run_1/layers.png
(1.5 px per µm)
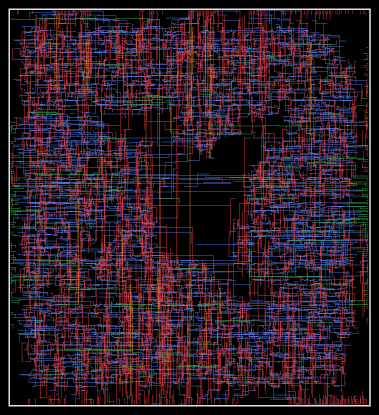
run_1/m4.png
(1.5 px per µm)
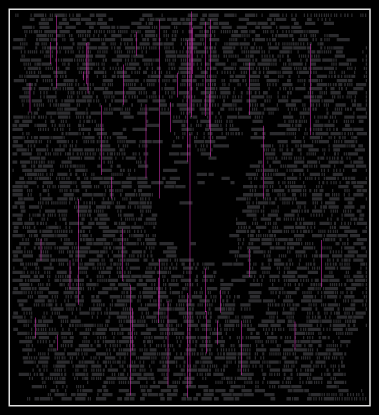
run_1/clock_wires.png
(1 px per µm)
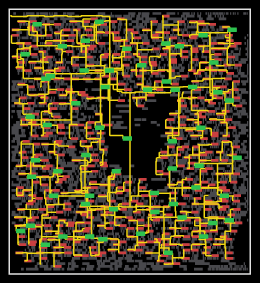
run_1/closeup.png
Window x 170 to 190, y 56 to 76 µm. Cells in grey, sequential cells in the stronger grey; small squares are vias.
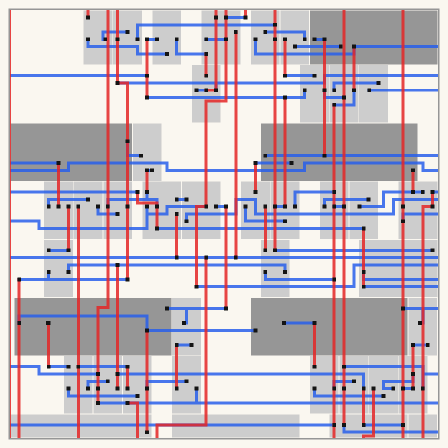
## src/rtl/systolic_result_drain_if.sv

```systemverilog
// Row-stream interface carrying drained accumulator rows to the requant/writeback stage.
interface systolic_result_drain_if #(
    parameter int unsigned COLS  = 4,
    parameter int unsigned ROW_W = 2
);
    logic                  out_valid;
    logic                  out_ready;
    logic [COLS-1:0][31:0] out_data;
    logic [ROW_W-1:0]      out_row_idx;

    modport master (
        output out_valid,
        output out_data,
        output out_row_idx,
        input  out_ready
    );

    modport slave (
        input  out_valid,
        input  out_data,
        input  out_row_idx,
        output out_ready
    );
endinterface

```

## src/rtl/systolic_result_drain.sv

```systemverilog
// Shifts finished accumulators out of the bottom of a PE array, one row per cycle,
// buffering captured rows in a small FIFO ahead of a valid/ready row stream.
module systolic_result_drain #(
    parameter int unsigned ROWS       = 4,
    parameter int unsigned COLS       = 4,
    parameter int unsigned FIFO_DEPTH = 4
) (
    input  logic                    clk,
    input  logic                    reset,
    input  logic                    start,
    output logic                    busy,
    output logic                    done,
    output logic                    load_sum,
    output logic                    zero_operands,
    output logic [COLS-1:0][31:0]   top_sum_in,
    input  logic [COLS-1:0][31:0]   col_sum_in,
    systolic_result_drain_if.master out_if
);
    localparam int unsigned ROW_W = (ROWS > 1) ? $clog2(ROWS) : 1;
    localparam int unsigned PTR_W = (FIFO_DEPTH > 1) ? $clog2(FIFO_DEPTH) : 1;
    localparam int unsigned CNT_W = $clog2(FIFO_DEPTH + 1);

    localparam logic [1:0] ST_IDLE  = 2'd0;
    localparam logic [1:0] ST_DRAIN = 2'd1;
    localparam logic [1:0] ST_FLUSH = 2'd2;

    logic [1:0]                               state_q, state_d;
    logic [ROW_W-1:0]                         shift_cnt_q, shift_cnt_d;
    logic                                     busy_q, busy_d;
    logic                                     done_q, done_d;
    logic [PTR_W-1:0]                         wr_ptr_q, wr_ptr_d;
    logic [PTR_W-1:0]                         rd_ptr_q, rd_ptr_d;
    logic [CNT_W-1:0]                         count_q, count_d;
    logic [FIFO_DEPTH-1:0][COLS-1:0][31:0]    mem_data_q, mem_data_d;
    logic [FIFO_DEPTH-1:0][ROW_W-1:0]         mem_idx_q, mem_idx_d;

    logic pop;
    logic shift;

    function automatic logic [PTR_W-1:0] ptr_inc(input logic [PTR_W-1:0] p);
        return (p == PTR_W'(FIFO_DEPTH - 1)) ? '0 : p + PTR_W'(1);
    endfunction

    // A full FIFO may still accept a row if its head leaves in the same cycle.
    assign pop   = (count_q != '0) && out_if.out_ready;
    assign shift = (state_q == ST_DRAIN) && ((count_q < CNT_W'(FIFO_DEPTH)) || pop);

    always_comb begin
        state_d     = state_q;
        shift_cnt_d = shift_cnt_q;
        done_d      = 1'b0;
        wr_ptr_d    = wr_ptr_q;
        rd_ptr_d    = rd_ptr_q;
        mem_data_d  = mem_data_q;
        mem_idx_d   = mem_idx_q;

        case (state_q)
            ST_IDLE: begin
                // A start coinciding with the done pulse is dropped.
                if (start && !done_q) begin
                    state_d     = ST_DRAIN;
                    shift_cnt_d = '0;
                end
            end
            ST_DRAIN: begin
                if (shift) begin
                    if (shift_cnt_q == ROW_W'(ROWS - 1)) begin
                        state_d = ST_FLUSH;
                    end else begin
                        shift_cnt_d = shift_cnt_q + ROW_W'(1);
                    end
                end
            end
            ST_FLUSH: begin
                if (pop && (count_q == CNT_W'(1))) begin
                    state_d = ST_IDLE;
                    done_d  = 1'b1;
                end
            end
            default: state_d = ST_IDLE;
        endcase

        // Bottom-row value is only valid during the shift cycle; capture it at that edge.
        if (shift) begin
            mem_data_d[wr_ptr_q] = col_sum_in;
            mem_idx_d[wr_ptr_q]  = ROW_W'(ROWS - 1) - shift_cnt_q;
            wr_ptr_d             = ptr_inc(wr_ptr_q);
        end
        if (pop) begin
            rd_ptr_d = ptr_inc(rd_ptr_q);
        end

        count_d = count_q + CNT_W'(shift) - CNT_W'(pop);
        busy_d  = (state_d != ST_IDLE);
    end

    always_ff @(posedge clk) begin
        if (reset) begin
            state_q     <= ST_IDLE;
            shift_cnt_q <= '0;
            busy_q      <= 1'b0;
            done_q      <= 1'b0;
            wr_ptr_q    <= '0;
            rd_ptr_q    <= '0;
            count_q     <= '0;
            mem_data_q  <= '0;
            mem_idx_q   <= '0;
        end else begin
            state_q     <= state_d;
            shift_cnt_q <= shift_cnt_d;
            busy_q      <= busy_d;
            done_q      <= done_d;
            wr_ptr_q    <= wr_ptr_d;
            rd_ptr_q    <= rd_ptr_d;
            count_q     <= count_d;
            mem_data_q  <= mem_data_d;
            mem_idx_q   <= mem_idx_d;
        end
    end

    assign busy               = busy_q;
    assign done               = done_q;
    assign zero_operands      = busy_q;
    assign load_sum           = shift;
    assign top_sum_in         = '0;
    assign out_if.out_valid   = (count_q != '0);
    assign out_if.out_data    = mem_data_q[rd_ptr_q];
    assign out_if.out_row_idx = mem_idx_q[rd_ptr_q];
endmodule

```

## src/flat_wrapper.sv

```systemverilog
// flat-port wrapper written by rule: the top's interface ports become plain ports
module systolic_result_drain_flat 
#(
    parameter int unsigned ROWS       = 4,
    parameter int unsigned COLS       = 4,
    parameter int unsigned FIFO_DEPTH = 4
)
  (clk, reset, start, busy, done, load_sum, zero_operands, top_sum_in, col_sum_in, out_if_out_valid, out_if_out_data, out_if_out_row_idx, out_if_out_ready);
  systolic_result_drain_if #(.COLS(COLS), .ROW_W((2))) out_if_i ();
  input  logic clk;
  input  logic reset;
  input  logic start;
  output logic busy;
  output logic done;
  output logic load_sum;
  output logic zero_operands;
  output logic [COLS-1:0][31:0] top_sum_in;
  input  logic [COLS-1:0][31:0] col_sum_in;
  output wire logic [$bits(out_if_i.out_valid)-1:0] out_if_out_valid;
  output wire logic [$bits(out_if_i.out_data)-1:0] out_if_out_data;
  output wire logic [$bits(out_if_i.out_row_idx)-1:0] out_if_out_row_idx;
  input wire logic [$bits(out_if_i.out_ready)-1:0] out_if_out_ready;
  assign out_if_out_valid = out_if_i.out_valid;
  assign out_if_out_data = out_if_i.out_data;
  assign out_if_out_row_idx = out_if_i.out_row_idx;
  assign out_if_i.out_ready = out_if_out_ready;
  systolic_result_drain #(.ROWS(ROWS), .COLS(COLS), .FIFO_DEPTH(FIFO_DEPTH)) u_core (.clk(clk), .reset(reset), .start(start), .busy(busy), .done(done), .load_sum(load_sum), .zero_operands(zero_operands), .top_sum_in(top_sum_in), .col_sum_in(col_sum_in), .out_if(out_if_i));
endmodule
```

## config.mk

```make
export PLATFORM = sky130hd
export DESIGN_NAME = systolic_result_drain_flat
export DESIGN_NICKNAME = d
export VERILOG_FILES = /design/src/rtl/systolic_result_drain_if.sv /design/src/rtl/systolic_result_drain.sv /design/src/flat_wrapper.sv
export SDC_FILE = /design/constraint.sdc
export NUM_CORES = 1
export LEC_CHECK = 0
export ABC_AREA = 1
export CORE_ASPECT_RATIO = 1.1
export CORE_UTILIZATION = 42
export CTS_CLUSTER_DIAMETER = 150
export DETAILED_ROUTE_END_ITERATION = 10
export SLEW_MARGIN = 10
export SYNTH_ARGS = -nofsm -noshare
export SYNTH_HDL_FRONTEND = slang
export SYNTH_SLANG_ARGS = --single-unit
```

## constraint.sdc

```tcl
create_clock -name clk -period 2.7 [get_ports clk]
set_clock_uncertainty 0.1 [all_clocks]
set_input_delay 0.54 -clock clk [delete_from_list [all_inputs] [get_ports clk]]
set_output_delay 0.54 -clock clk [all_outputs]
set_load 0.05 [all_outputs]
```

==> results.yml, run 1 <==
# synthesis and place-and-route metrics
detailed_routing:
  drc: 0
  drtPass1Iterations: 6
status:
  failed_checks: "setup timing"
  run_status: "finished, violations left"
finish:
  final-clk-cell-share_pct: 5.82
  drive_gt1_share_pct: 11.1
  final_cell_mix: "nand2_1, nor2_1, inv_1"
  num-multi-input-gates: 2924
  final_cells: 5306
  sh_seq_area_pct: 31.5
  diodes: 3
  layout_top_cell: "nand2_1"
  fillers: 5994
  design.seq.count: 533
  flop_area_mm2: 0.0107
  synthToLayoutAreaGrowth_pct: 30.1
worst_setup_path:
  criticalPathCategory: "reg -> out"
  r2r_end: "u_core.count_q[2]"
  max_stage_delay_ps: 450
  path_delay_family: "buffers and inverters"
  r2r_start: "u_core.count_q[1]"
  crit_chain: "inv_16 -> bufbuf_16 -> o21ai_2 -> a21oi_1 -> a21oi_2 -> buf_12"
  crit_buf_inv: 3
  endpoint: "out_if_out_data[7]"
grt:
  overflow: 0
  grt_max_degree: 86
  grt_pass1_vias: 21745
final_timing:
  tightest_slew_ps: 508
  rsz0062_at_grt: "yes"
  slew_headroom_pct: 66.0
  worst_slack_ps: -34.1
  setup_viol: 6
  hold_viol: 0
clock_tree:
  cts_tree: "built"
  worstSkewPairLatency_ps: 610
  cts_sinks: 533
  cts_buffer_depth: 3
synthesis:
  syn_area_per_cell_um2: 6.12
  post_synth_num_cell_types: 20
  synth.cellmix.simpleShare_pct: 32.6
  topCellsByArea: "dfxtp_1, nand2_1, nor2_1, inv_1, a21oi_1"
  ys.flop_type: "dfxtp_1"
  ys_seq_share_pct: 40.9
  synthMuxAreaShare_pct: 0
  synth_xor_xnor_area_share_pct: 0
  synth.most_common_cell: "nand2_1"
  yosysWarnings: 0
  async_flop_share_pct: 0
  top_cells_by_count: "nand2_1, nor2_1, inv_1"
  syn_inst: 4258
run:
  maxCapViolCount: 0
die:
  chip_area_mm2: 0.0630
  tapCellCount: 824
worst_hold_path:
  holdPathStages: 4
  holdPathEnd: "u_core.mem_data_q[286]"
  hold_class: "reg -> reg"
power:
  p_int_uw: 19400
  p_sw_share_pct: 40.0
  p_switching_uw: 13000
  vdd_ir_drop_max_mv: 0.694
  leakage_uw: 0.0171
  pwr-share-comb_pct: 48.0
  seqPwrFrac_pct: 26.9
placed_design:
  dp_hpwl_mm: 41.0
## Picture notes: layers.png
orange -> M4  # wire length 1,820 µm
blue -> M1  # wire length 33.3 mm
red -> M2  # wire length 32.9 mm
green -> M3  # wire length 2,660 µm
total number of vias: 23,855
drt total wl: 70.6 mm
Global Route Usage Sum: 21.8%
Avg WL per Cell: 13.3 µm

## Picture notes: m4.png
longest straight run = 119 µm
wire length on this layer = 1,820 µm
main direction = vertical
share of all routed wire = 2.6%
nets with wire on the layer = 23

## Picture notes: clock_wires.png
green -> clock-net drivers  # count 59
red -> flip-flops  # count 533
yellow -> clock wires  # length 7,310 µm
routed clock nets = 60
flops lie = all over the die
Clk. pwr: 8140 µW
Clock Power Share: 25.1%

## Picture notes: closeup.png
blue -> M1
red -> M2
sequential cells in the window = 5
netlist names of flops here include = u_core.mem_data_q (5)
most frequent = nor2_1 (12), nand2_1 (12)
cells with their middle in the window = 39

run 1: metrics by stage:
stage	total power, µW	hold WS [ps]	setup TNS [ps]	area (µm²)	utilization [%]
after floorplan	16600	368	0	26500	-
after global placement	22900	398	-8.76	30700	50.2
after detailed placement	22900	397	-12.9	30700	50.2
after CTS	32300	411	-1770	33600	54.8
after global routing	33900	431	-3170	33900	55.4
final	32400	409	-105	33900	55.4
run 1: state kept, by name, summed over array words and instances (netlist names):
signal and cells:
u_core.wr_ptr_q 2, u_core.count_q 3, u_core.shift_cnt_q 2, u_core.state_q 2, u_core.mem_data_q 512, u_core.busy 1, u_core.mem_idx_q 8, u_core.rd_ptr_q 2
u_core.done 1
run 1: power by group through the flow:
stage                     Combinational, µW  Sequential [µW]  Clock, µW
after global placement                14100             8840          0
after global routing                  16500             8780       8660
final                                 15500             8720       8140
after floorplan                        7810             8780          0
after CTS                             15200             8700       8340
after detailed placement              14100             8860          0
run 1: worst min-delay path: stages, from the launching register on:
cell	delay, ps
dfxtp_1	310
inv_1	40
nand2_1	40
nand2_1	50
nor2_1	30
run 1: layer usage:
layer	vias to the layer above	global-route usage [%]	wire [µm]
li1	12741	-	-
met1	10562	29.1	33300
met2	452	36.5	32900
met3	100	3.08	2660
met4	0	6.25	1820
met5	-	0	0
run 1: logic make-up (layout without fill, tap and decap cells):
family,count (synthesis),count (layout)
other,1,131
adders and majority gates,9,9
DFF,533,533
and+or+nand+nor,2257,2257
AOI/OAI and AO/OA,530,530
buffers and inverters,928,1022
run 1: repair_timing:
action / in CTS / in global routing
setup endpoints to repair: 131 / 115
gates cloned: 9 / 6
pin swaps: 6 / 4
setup buffers: 7 / 3
resized: 191 / 89
endpoints found under the hold margin: 0 / 0
==> run 1 -> run 2 <==
- CAP_MARGIN: default -> 15
run_2/clock_wires.png
(1 px per µm)
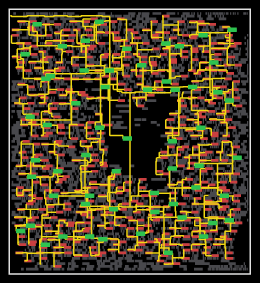
yellow -> clock wires  # length 7,310 µm
red -> flip-flops  # count 533
green -> clock-net drivers  # count 59
routed clock nets = 60
worst skew pair latency: 610 ps

==> run 2 against run 1 <==
  * The run still ends with setup timing left
  * Final area unchanged
  * Synthesized area stayed put
  * Maximum frequency did not move
  * Routed wire length unchanged
  * Clock power about the same
==> results.yml, run 2 <==
# synthesis and place-and-route metrics
die:
  chip_area_mm2: 0.0630
run:
  maxCapViolCount: 0
finish:
  largest_register_ffs: 512
  fin_util_pct: 55.4
  postLayoutCellArea_mm2: 0.0339
  drive_gt1_share_pct: 11.1
  synthToLayoutAreaGrowth_pct: 30.1
  layout_top_cell: "nand2_1"
  final_cell_mix: "nand2_1, nor2_1, inv_1"
  final_cells: 5306
  top_regs: "u_core.mem_data_q x512, u_core.mem_idx_q x8, u_core.count_q x3"
status:
  failed_checks: "setup timing"
  run_status: "finished, violations left"
grt:
  use_met3_pct: 3.08
  grt_max_degree: 86
  overflow: 0
synthesis:
  top_cells_by_count: "nand2_1, nor2_1, inv_1"
  ys_seq_share_pct: 40.9
  topCellsByArea: "dfxtp_1, nand2_1, nor2_1, inv_1, a21oi_1"
  yosysWarnings: 0
  post_synth_num_cell_types: 20
  ys.flop_type: "dfxtp_1"
clock_tree:
  cts_sinks: 533
  cts_buffer_depth: 3
final_timing:
  tightest_slew_ps: 508
  finalHoldWorstSlack_ps: 409
  worst_slack_ps: -34.1
  setup_viol: 6
  slew_headroom_pct: 66.0
placed_design:
  dpl_cell_area_mm2: 0.0307
detailed_routing:
  wl_met1_mm: 33.3
  route.met2.wl_mm: 32.9
  drc: 0
power:
  vdd_ir_drop_max_mv: 0.694
  total_power_uw: 32400
  leakage_uw: 0.0171
run 2: layout make-up:
| class | instances | area (µm²) |
|---|---|---|
| Sequential cell | 533 | 10700 |
| Fill cell | 5994 | 27300 |
| Timing Repair Buffer | 364 | 5600 |
| Timing Repair inverter | 6 | 67.6 |
| Clock buffer | 92 | 1820 |
| Multi-Input combinational cell | 2924 | 12500 |
| Tap cell | 824 | 1030 |
| Antenna cell | 3 | 7.51 |
| Clock inverter | 17 | 149 |
| Inverter | 543 | 2090 |
run 2: kinds of logic (layout without fill, tap and decap cells):
group / after synthesis / after routing / share of synthesized area (%)
flops: 533 / 533 / 40.9
compound gates: 530 / 530 / 10.2
other cells: 1 / 131 / 0.0144
simple gates: 2257 / 2257 / 32.6
buf+inv: 928 / 1022 / 15.8
fa+ha+maj: 9 / 9 / 0.461
run 2: critical path, delay by kind of cell, from the launching register on:
family                 cells  cell delay [ps]
AND-OR/OR-AND              3              430
buffers and inverters      3              580
flip-flops                 1              450
run 2: power breakdown:
part | switching (µW) | leakage [µW] | internal (µW) | total (µW)
clock network | 3340 | 0.000974 | 4810 | 8140
registers | 296 | 0.00433 | 8430 | 8720
logic | 9340 | 0.0118 | 6200 | 15500
run 2: final timing paths:
check	start	end	slack, ps	cells past startpoint
worst max-delay path	u_core.rd_ptr_q[0]	out_if_out_data[7]	-30	6
worst min-delay path	u_core.mem_data_q[286]	u_core.mem_data_q[286]	410	4
worst min register to register	u_core.mem_data_q[286]	u_core.mem_data_q[286]	410	4
worst max register to register	u_core.count_q[1]	u_core.count_q[2]	480	12
run 2: what timing repair did:
item | CTS | global route
hold buffers | 0 | 0
setup endpoints to repair | 131 | 115
pin swaps | 6 | 4
hold endpoints to repair | 0 | 0
gates cloned | 9 | 6
resized | 191 | 89
setup buffers | 7 | 3
Power is estimated from default activity; no workload was simulated.
